## src/rtl/ctrl_pkg.sv

```systemverilog
// Shared definitions for the multicycle controller: FSM state encoding, instruction field
// codes, ALU operation codes, mux select encodings and the packed control word.
package ctrl_pkg;

  typedef enum logic [3:0] {
    StFetch, StDecode, StMemAddr, StMemRd, StMemWb, StMemWr, StRExec,
    StRWb, StIExec, StIWb, StBranch, StJump, StHalt, StIllegal
  } state_e;

  // Opcodes, IR[31:26]
  localparam logic [5:0] OpR    = 6'b000000;
  localparam logic [5:0] OpLw   = 6'b100011;
  localparam logic [5:0] OpSw   = 6'b101011;
  localparam logic [5:0] OpBeq  = 6'b000100;
  localparam logic [5:0] OpBne  = 6'b000101;
  localparam logic [5:0] OpJ    = 6'b000010;
  localparam logic [5:0] OpAddi = 6'b001000;
  localparam logic [5:0] OpSlti = 6'b001010;
  localparam logic [5:0] OpAndi = 6'b001100;
  localparam logic [5:0] OpOri  = 6'b001101;
  localparam logic [5:0] OpHalt = 6'b111111;

  // R-type funct, IR[5:0]
  localparam logic [5:0] FnAdd = 6'b100000;
  localparam logic [5:0] FnSub = 6'b100010;
  localparam logic [5:0] FnAnd = 6'b100100;
  localparam logic [5:0] FnOr  = 6'b100101;
  localparam logic [5:0] FnNor = 6'b100111;
  localparam logic [5:0] FnSlt = 6'b101010;

  // ALU operation codes
  localparam logic [3:0] AluAnd = 4'b0000;
  localparam logic [3:0] AluOr  = 4'b0001;
  localparam logic [3:0] AluAdd = 4'b0010;
  localparam logic [3:0] AluSub = 4'b0110;
  localparam logic [3:0] AluSlt = 4'b0111;
  localparam logic [3:0] AluNor = 4'b1100;

  // PC source select
  localparam logic [1:0] PcSrcAlu    = 2'b00;
  localparam logic [1:0] PcSrcAluOut = 2'b01;
  localparam logic [1:0] PcSrcJump   = 2'b10;

  // ALU operand B select
  localparam logic [1:0] SrcBReg   = 2'b00;
  localparam logic [1:0] SrcBFour  = 2'b01;
  localparam logic [1:0] SrcBImm   = 2'b10;
  localparam logic [1:0] SrcBImmSh = 2'b11;

  typedef struct packed {
    logic       pc_write;
    logic       pc_write_cond;
    logic       i_or_d;
    logic       mem_read;
    logic       mem_write;
    logic       ir_write;
    logic       mem_to_reg;
    logic       alu_src_a;
    logic       reg_write;
    logic       reg_dst;
    logic       ext_sel;
    logic [1:0] pc_source;
    logic [1:0] alu_src_b;
    logic [3:0] alu_op;
    logic       halted;
    logic       illegal;
  } ctrl_t;

endpackage

```

## src/rtl/multicycle_control_if.sv

```systemverilog
// Controller <-> datapath bundle. The controller (master) receives instruction fields, the ALU
// zero flag and memory ready, and drives every datapath control plus status and the retired
// instruction count. The datapath side uses the slave modport.
interface multicycle_control_if #(
  parameter int unsigned CNT_W = 32
);
  logic [5:0]       opcode;
  logic [5:0]       funct;
  logic             zero;
  logic             mem_ready;
  logic             PCWrite;
  logic             PCWriteCond;
  logic             IorD;
  logic             MemRead;
  logic             MemWrite;
  logic             IRWrite;
  logic             MemtoReg;
  logic             ALUSrcA;
  logic             RegWrite;
  logic             RegDst;
  logic             ExtSel;
  logic [1:0]       PCSource;
  logic [1:0]       ALUSrcB;
  logic [3:0]       ALUOp;
  logic             halted;
  logic             illegal;
  logic [CNT_W-1:0] retired;

  modport master (
    input  opcode, funct, zero, mem_ready,
    output PCWrite, PCWriteCond, IorD, MemRead, MemWrite, IRWrite, MemtoReg, ALUSrcA,
           RegWrite, RegDst, ExtSel, PCSource, ALUSrcB, ALUOp, halted, illegal, retired
  );

  modport slave (
    output opcode, funct, zero, mem_ready,
    input  PCWrite, PCWriteCond, IorD, MemRead, MemWrite, IRWrite, MemtoReg, ALUSrcA,
           RegWrite, RegDst, ExtSel, PCSource, ALUSrcB, ALUOp, halted, illegal, retired
  );
endinterface

```

## src/rtl/alu_control.sv

```systemverilog
// ALU operation decode for the execute-type steps.
//   opcode, funct : instruction fields
//   alu_op        : operation for MEM_ADDR / R_EXEC / I_EXEC / BRANCH
//   funct_valid   : opcode is R-type and funct is a supported operation
module alu_control
  import ctrl_pkg::*;
(
  input  logic [5:0] opcode,
  input  logic [5:0] funct,
  output logic [3:0] alu_op,
  output logic       funct_valid
);

  always_comb begin
    alu_op      = AluAdd;
    funct_valid = 1'b0;
    case (opcode)
      OpR: begin
        funct_valid = 1'b1;
        case (funct)
          FnAdd:   alu_op = AluAdd;
          FnSub:   alu_op = AluSub;
          FnAnd:   alu_op = AluAnd;
          FnOr:    alu_op = AluOr;
          FnNor:   alu_op = AluNor;
          FnSlt:   alu_op = AluSlt;
          default: funct_valid = 1'b0;
        endcase
      end
      OpBeq, OpBne: alu_op = AluSub;
      OpSlti:       alu_op = AluSlt;
      OpAndi:       alu_op = AluAnd;
      OpOri:        alu_op = AluOr;
      default:      alu_op = AluAdd;  // lw, sw, addi
    endcase
  end

endmodule

```

## src/rtl/multicycle_control.sv

```systemverilog
// Moore-style sequencing controller for the multicycle datapath.
//   clk   : all state on rising edge
//   reset : asynchronous, active-low; returns to FETCH, clears the retired count and
//           forces every output to 0 while low
//   bus   : master side of multicycle_control_if (instruction fields, zero, mem_ready in;
//           datapath controls, halted, illegal, retired out)
module multicycle_control
  import ctrl_pkg::*;
#(
  parameter int unsigned CNT_W = 32
) (
  input  logic                 clk,
  input  logic                 reset,
  multicycle_control_if.master bus
);

  state_e           state_q, state_d;
  ctrl_t            ctrl;
  logic             retire;
  logic [CNT_W-1:0] cnt_q;
  logic [3:0]       exec_alu_op;
  logic             funct_valid;

  alu_control u_alu_control (
    .opcode      (bus.opcode),
    .funct       (bus.funct),
    .alu_op      (exec_alu_op),
    .funct_valid (funct_valid)
  );

  always_ff @(posedge clk or negedge reset) begin
    if (!reset) state_q <= StFetch;
    else        state_q <= state_d;
  end

  always_comb begin
    state_d = state_q;
    unique case (state_q)
      StFetch:   if (bus.mem_ready) state_d = StDecode;
      StDecode: begin
        case (bus.opcode)
          OpR:                            state_d = funct_valid ? StRExec : StIllegal;
          OpLw, OpSw:                     state_d = StMemAddr;
          OpBeq, OpBne:                   state_d = StBranch;
          OpJ:                            state_d = StJump;
          OpAddi, OpSlti, OpAndi, OpOri:  state_d = StIExec;
          OpHalt:                         state_d = StHalt;
          default:                        state_d = StIllegal;
        endcase
      end
      StMemAddr: state_d = (bus.opcode == OpLw) ? StMemRd : StMemWr;
      StMemRd:   if (bus.mem_ready) state_d = StMemWb;
      StMemWb:   state_d = StFetch;
      StMemWr:   if (bus.mem_ready) state_d = StFetch;
      StRExec:   state_d = StRWb;
      StRWb:     state_d = StFetch;
      StIExec:   state_d = StIWb;
      StIWb:     state_d = StFetch;
      StBranch:  state_d = StFetch;
      StJump:    state_d = StFetch;
      StHalt:    state_d = StHalt;
      StIllegal: state_d = StIllegal;
      default:   state_d = StFetch;
    endcase
  end

  always_comb begin
    ctrl   = '0;
    retire = 1'b0;
    unique case (state_q)
      StFetch: begin
        ctrl.mem_read  = 1'b1;
        ctrl.alu_src_b = SrcBFour;
        ctrl.alu_op    = AluAdd;
        ctrl.pc_source = PcSrcAlu;
        // IR and PC update only on the cycle the instruction word arrives
        ctrl.ir_write  = bus.mem_ready;
        ctrl.pc_write  = bus.mem_ready;
      end
      StDecode: begin
        ctrl.alu_src_b = SrcBImmSh;  // speculative branch target into ALUOut
        ctrl.alu_op    = AluAdd;
      end
      StMemAddr: begin
        ctrl.alu_src_a = 1'b1;
        ctrl.alu_src_b = SrcBImm;
        ctrl.alu_op    = AluAdd;
      end
      StMemRd: begin
        ctrl.i_or_d   = 1'b1;
        ctrl.mem_read = 1'b1;
      end
      StMemWb: begin
        ctrl.mem_to_reg = 1'b1;
        ctrl.reg_write  = 1'b1;
        retire          = 1'b1;
      end
      StMemWr: begin
        ctrl.i_or_d    = 1'b1;
        ctrl.mem_write = 1'b1;
        retire         = bus.mem_ready;
      end
      StRExec: begin
        ctrl.alu_src_a = 1'b1;
        ctrl.alu_src_b = SrcBReg;
        ctrl.alu_op    = exec_alu_op;
      end
      StRWb: begin
        ctrl.reg_dst   = 1'b1;
        ctrl.reg_write = 1'b1;
        retire         = 1'b1;
      end
      StIExec: begin
        ctrl.alu_src_a = 1'b1;
        ctrl.alu_src_b = SrcBImm;
        ctrl.ext_sel   = (bus.opcode == OpAndi) || (bus.opcode == OpOri);
        ctrl.alu_op    = exec_alu_op;
      end
      StIWb: begin
        ctrl.reg_write = 1'b1;
        retire         = 1'b1;
      end
      StBranch: begin
        ctrl.alu_src_a     = 1'b1;
        ctrl.alu_src_b     = SrcBReg;
        ctrl.alu_op        = AluSub;
        ctrl.pc_source     = PcSrcAluOut;
        ctrl.pc_write_cond = ((bus.opcode == OpBeq) &&  bus.zero) ||
                             ((bus.opcode == OpBne) && !bus.zero);
        retire             = 1'b1;
      end
      StJump: begin
        ctrl.pc_source = PcSrcJump;
        ctrl.pc_write  = 1'b1;
        retire         = 1'b1;
      end
      StHalt:    ctrl.halted  = 1'b1;
      StIllegal: ctrl.illegal = 1'b1;
      default: ;
    endcase
    // Reset suppresses every output immediately, not just from the next edge
    if (!reset) begin
      ctrl   = '0;
      retire = 1'b0;
    end
  end

  always_ff @(posedge clk or negedge reset) begin
    if (!reset)      cnt_q <= '0;
    else if (retire) cnt_q <= cnt_q + CNT_W'(1);
  end

  assign bus.PCWrite     = ctrl.pc_write;
  assign bus.PCWriteCond = ctrl.pc_write_cond;
  assign bus.IorD        = ctrl.i_or_d;
  assign bus.MemRead     = ctrl.mem_read;
  assign bus.MemWrite    = ctrl.mem_write;
  assign bus.IRWrite     = ctrl.ir_write;
  assign bus.MemtoReg    = ctrl.mem_to_reg;
  assign bus.ALUSrcA     = ctrl.alu_src_a;
  assign bus.RegWrite    = ctrl.reg_write;
  assign bus.RegDst      = ctrl.reg_dst;
  assign bus.ExtSel      = ctrl.ext_sel;
  assign bus.PCSource    = ctrl.pc_source;
  assign bus.ALUSrcB     = ctrl.alu_src_b;
  assign bus.ALUOp       = ctrl.alu_op;
  assign bus.halted      = ctrl.halted;
  assign bus.illegal     = ctrl.illegal;
  assign bus.retired     = cnt_q;

endmodule
```

## src/flat_wrapper.sv

```systemverilog
// flat-port wrapper written by rule: the top's interface ports become plain ports
module multicycle_control_flat import ctrl_pkg::*;
#(
  parameter int unsigned CNT_W = 32
)
  (clk, reset, bus_opcode, bus_funct, bus_zero, bus_mem_ready, bus_PCWrite, bus_PCWriteCond, bus_IorD, bus_MemRead, bus_MemWrite, bus_IRWrite, bus_MemtoReg, bus_ALUSrcA, bus_RegWrite, bus_RegDst, bus_ExtSel, bus_PCSource, bus_ALUSrcB, bus_ALUOp, bus_halted, bus_illegal, bus_retired);
  multicycle_control_if #(.CNT_W(CNT_W)) bus_i ();
  input  logic clk;
  input  logic reset;
  input wire logic [$bits(bus_i.opcode)-1:0] bus_opcode;
  input wire logic [$bits(bus_i.funct)-1:0] bus_funct;
  input wire logic [$bits(bus_i.zero)-1:0] bus_zero;
  input wire logic [$bits(bus_i.mem_ready)-1:0] bus_mem_ready;
  output wire logic [$bits(bus_i.PCWrite)-1:0] bus_PCWrite;
  output wire logic [$bits(bus_i.PCWriteCond)-1:0] bus_PCWriteCond;
  output wire logic [$bits(bus_i.IorD)-1:0] bus_IorD;
  output wire logic [$bits(bus_i.MemRead)-1:0] bus_MemRead;
  output wire logic [$bits(bus_i.MemWrite)-1:0] bus_MemWrite;
  output wire logic [$bits(bus_i.IRWrite)-1:0] bus_IRWrite;
  output wire logic [$bits(bus_i.MemtoReg)-1:0] bus_MemtoReg;
  output wire logic [$bits(bus_i.ALUSrcA)-1:0] bus_ALUSrcA;
  output wire logic [$bits(bus_i.RegWrite)-1:0] bus_RegWrite;
  output wire logic [$bits(bus_i.RegDst)-1:0] bus_RegDst;
  output wire logic [$bits(bus_i.ExtSel)-1:0] bus_ExtSel;
  output wire logic [$bits(bus_i.PCSource)-1:0] bus_PCSource;
  output wire logic [$bits(bus_i.ALUSrcB)-1:0] bus_ALUSrcB;
  output wire logic [$bits(bus_i.ALUOp)-1:0] bus_ALUOp;
  output wire logic [$bits(bus_i.halted)-1:0] bus_halted;
  output wire logic [$bits(bus_i.illegal)-1:0] bus_illegal;
  output wire logic [$bits(bus_i.retired)-1:0] bus_retired;
  assign bus_i.opcode = bus_opcode;
  assign bus_i.funct = bus_funct;
  assign bus_i.zero = bus_zero;
  assign bus_i.mem_ready = bus_mem_ready;
  assign bus_PCWrite = bus_i.PCWrite;
  assign bus_PCWriteCond = bus_i.PCWriteCond;
  assign bus_IorD = bus_i.IorD;
  assign bus_MemRead = bus_i.MemRead;
  assign bus_MemWrite = bus_i.MemWrite;
  assign bus_IRWrite = bus_i.IRWrite;
  assign bus_MemtoReg = bus_i.MemtoReg;
  assign bus_ALUSrcA = bus_i.ALUSrcA;
  assign bus_RegWrite = bus_i.RegWrite;
  assign bus_RegDst = bus_i.RegDst;
  assign bus_ExtSel = bus_i.ExtSel;
  assign bus_PCSource = bus_i.PCSource;
  assign bus_ALUSrcB = bus_i.ALUSrcB;
  assign bus_ALUOp = bus_i.ALUOp;
  assign bus_halted = bus_i.halted;
  assign bus_illegal = bus_i.illegal;
  assign bus_retired = bus_i.retired;
  multicycle_control #(.CNT_W(CNT_W)) u_core (.clk(clk), .reset(reset), .bus(bus_i));
endmodule
```

## config.mk

```make
export PLATFORM = sky130hd
export DESIGN_NAME = multicycle_control_flat
export DESIGN_NICKNAME = d
export VERILOG_FILES = /design/src/rtl/ctrl_pkg.sv /design/src/rtl/multicycle_control_if.sv /design/src/rtl/alu_control.sv /design/src/rtl/multicycle_control.sv /design/src/flat_wrapper.sv
export SDC_FILE = /design/constraint.sdc
export NUM_CORES = 1
export LEC_CHECK = 0
export CAP_MARGIN = 25
export CELL_PAD_IN_SITES_DETAIL_PLACEMENT = 0
export CELL_PAD_IN_SITES_GLOBAL_PLACEMENT = 1
export CORE_MARGIN = 2
export CORE_UTILIZATION = 35
export DETAILED_ROUTE_END_ITERATION = 6
export GPL_ROUTABILITY_DRIVEN = 0
export GPL_TIMING_DRIVEN = 1
export PLACE_DENSITY = 0.81
export SKIP_CTS_REPAIR_TIMING = 1
export SYNTH_ARGS = -nofsm -noshare
export SYNTH_HDL_FRONTEND = slang
export SYNTH_SLANG_ARGS = --single-unit
```

## constraint.sdc

```tcl
create_clock -name clk -period 1.95 [get_ports clk]
set_clock_uncertainty 0.15 [all_clocks]
set_input_delay 0.195 -clock clk [delete_from_list [all_inputs] [get_ports clk]]
set_output_delay 0.195 -clock clk [all_outputs]
set_load 0.02 [all_outputs]
```

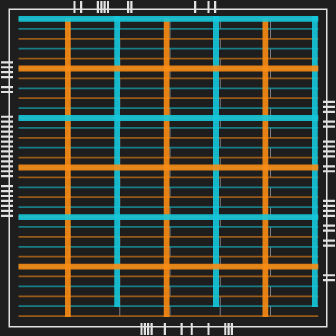
power_grid.png
Pins as bars on the die edge. Tap cells in grey.
Cyan marks VDD. Orange marks VSS.
69 signal pins sit on the boundary. 31 met1 rails follow the rows. 6 straps on met4. 80 tap cells. The core has 30 rows.
die height: 86.78 um
core area: 6719 um2
VDD IR max: 0.5606 mV

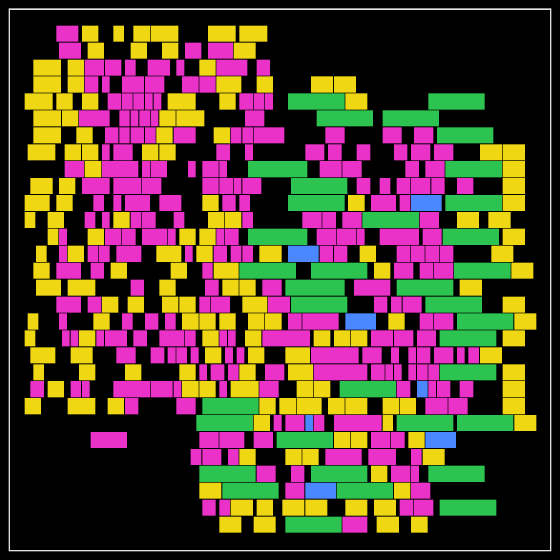
placement_by_type.png
Magenta marks combinational and other logic, cells 228, share of their area 42%. Blue marks clock drivers and dummy loads, cells 7, share of their area 1.9%. Green marks sequential cells, cells 36, share of their area 23%. Yellow marks remaining buffers and delay cells, cells 158, share of their area 34%.
fraction of area in registers: 0.2198
post-layout util: 0.6125
row count: 30
Post-Layout Inst Area: 4115 um2

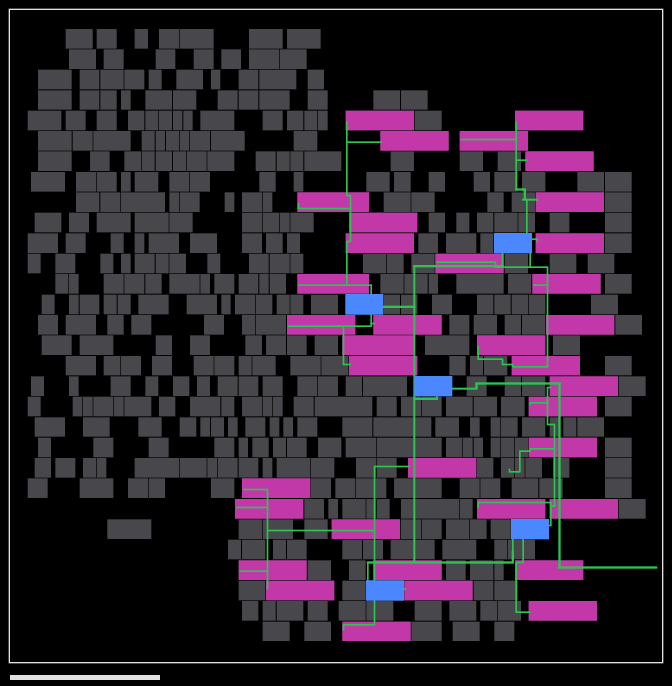
clk_routes.png
Bar = 20 um.
Green marks clock wires, length 433 um. Blue marks clock drivers, count 5. Magenta marks flip-flops, count 36.
There are 6 routed clock nets.
clock power share: 0.131
Clk power: 486 uW
clk latency late pin: 0.29 ns

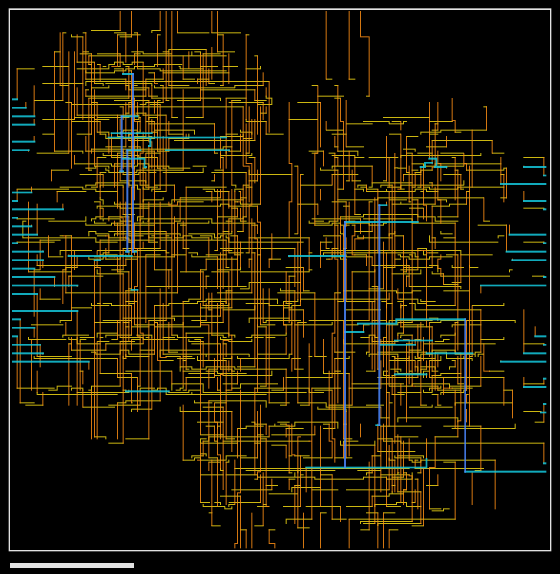
wires.png
Bar = 20 um.
Cyan marks metal 3, wire length 341 um. Orange marks metal 2, wire length 3600 um. Yellow marks metal 1, wire length 3340 um. Blue marks metal 4, wire length 153 um.
GRT Util Overall: 0.1903
DR vias: 2696
final WL: 7434 um
wire length per cell: 14.61 um

==> flow_metrics.env <==
# yosys + openroad results
export IMPL_worst_setup_path_start_kind="register"
export IMPL_postLayoutSetupSlackWorst_ns=-0.1300
export IMPL_cp_common_cell="buf_6"
export IMPL_drtPass1Iterations=5
export IMPL_holdCritPathClass="primary input to asynchronous set/reset pin"
export IMPL_lay_top_count="buf_4"
export IMPL_ys_top_logic_family="simple AND/OR/NAND/NOR gates"
export IMPL_ys_cells=280
export IMPL_tns_ns=-1.139
export IMPL_xor_area_frac=0.1242
export IMPL_ys_seq_frac=0.3756
export IMPL_drtIter0Drc=123
export IMPL_tap_cells=80
export IMPL_placed_cell_area_um2=3717
export IMPL_port_buffers=68
export IMPL_critical_path_slowest_cell="dfrtp_2"
export IMPL_period_used=1.067
export IMPL_crit_path_cell_trace="buf_6, buf_6, a21bo_4, nor2_4, nor4b_4, buf_4, nand4_1, xnor2_1"
export IMPL_clockBufferDepth=2
export IMPL_path_clk_slew_ns=0.07
export IMPL_fillCellCount=583
export IMPL_cts_sinks=36
export IMPL_max_slew_margin=0.7268
export IMPL_yosys_warnings=0
export IMPL_timing_fmax_mhz=480.8
export IMPL_status="finished, violations left"
export IMPL_cts_tree="built"
export IMPL_dp_hpwl_um=5394
export IMPL_ff_count=36
export IMPL_lay_top_cells="buf_4 (89), clkdlybuf4s50_1 (35), dfrtp_1 (33)"
export IMPL_cp_top_family="simple AND/OR/NAND/NOR gates"
export IMPL_synth_area_per_cell_um2=8.566
export IMPL_clkbuf_count=6
export IMPL_grt_overflow=0
export IMPL_place_ws_ns=-0.6246
export IMPL_fp_nets=297
export IMPL_dominant_cells="multi-input combinational cells"
export IMPL_routed_via_density=5.297
export IMPL_violations="setup timing"
export IMPL_leakage_nw=1.931
export IMPL_core_util_floorplan=0.3570
export IMPL_mux_share=0.01356
export IMPL_log_warning_count=28
export IMPL_ys_sh_adder=0.005216
export IMPL_logic_gate_count=218
export IMPL_synth_cells=280
export IMPL_grt_start_max_net_pins=33
export IMPL_cp_buffers_inverters=3
export IMPL_antenna_cells=0
export IMPL_aoi_share=0.1288
export IMPL_netlist_area_um2=2399
export IMPL_met3_usage=0.03143
export IMPL_io_pins=69
export IMPL_layout_nets=446
export IMPL_grt_pass1_vias=2508
export IMPL_grt_pass1_wl_um=11610
export IMPL_tightest_slew_ns=0.4061
export IMPL_grtUsageMet1=0.2659
export IMPL_cp_required_ns=1.98
export IMPL_slew_viol_final=0
export IMPL_yosys_stat_area_um2=2399
export IMPL_die_x_um=86.78
export IMPL_globalRouteMet2Util=0.2984
export IMPL_setup_viol=17
export IMPL_post_place_cells=493
export IMPL_yosys_area_share_simple=0.3078
export IMPL_comb_area_frac=0.3953
export IMPL_rsz0062_at_grt="true"
export IMPL_power_mw=3.713
export IMPL_synthDistinctLibCells=49
export IMPL_clk_share=0.01885
export IMPL_min_period_ns=2.080
export IMPL_ant_nets=0
export IMPL_ys_async_sr_fraction=1.000
export IMPL_busiest_layer="met2"
export IMPL_n_all_inverters=10
export IMPL_nonClkBufAreaFrac=0.3320
export IMPL_cap_viol_max_count=0
export IMPL_cp_arrival_ns=2.11
export IMPL_root_buffer="clkbuf_8"
export IMPL_drc=0
[per-layer routing]
layer	wire length, um	share of wire
met5	0	0
met4	153	0.021
met3	341	0.046
met2	3604	0.48
met1	3336	0.45
[path summary, 6_finish.rpt]
check	cells after the start	slack [ns]	from	endpoint
min	3	0.32	reset	u_core.state_q[0]
min in group clk	1	0.32	u_core.bus.retired[31]	u_core.bus.retired[31]
max	8	-0.13	u_core.state_q[3]	u_core.bus.retired[20]
max in group asynchronous	3	1.00	reset	u_core.bus.retired[16]
max reg2reg	8	-0.13	u_core.state_q[3]	u_core.bus.retired[20]
min reg2reg	1	0.32	u_core.bus.retired[31]	u_core.bus.retired[31]
[cells in the mapped netlist (2+ instances only)]
cell	instances	area, um2
dfrtp_1	36	900.9
xnor2_1	30	262.8
nor2_1	25	93.84
nand3_1	20	100.1
nand2_1	19	71.32
nand4_1	19	118.9
o21ai_0	11	55.05
and3_1	10	62.56
nor3_1	10	50.05
a21oi_1	9	45.04
clkbuf_1	9	33.78
inv_1	9	33.78
and4_1	7	61.31
nand2b_1	7	43.79
buf_2	5	25.02
nor4_1	4	25.02
o22ai_1	4	25.02
xor2_1	4	35.03
a211oi_1	3	22.52
and2_1	3	18.77
nor2b_1	3	18.77
o32ai_1	3	26.28
mux2_2	2	22.52
o21a_1	2	15.01
or2_2	2	12.51
[worst register-to-register path, delay by kind of cell, from the launching register on]
kind | cells | cell delay, ns
xor+xnor | 1 | 0.14
compound gates | 1 | 0.23
flops | 1 | 0.45
simple gates | 3 | 0.55
buf+inv | 3 | 0.45
[state kept, by name (all words and copies together), names as in the netlist]
signal              count
u_core.state_q          4
u_core.bus.retired     32
[report_power, final]
part,switching [mW],internal (mW)
Clock,0.244,0.242
Sequential,0.0893,0.841
Combinational,1.17,1.13
Power figures rest on the tool's default switching activity, not on a simulated workload.
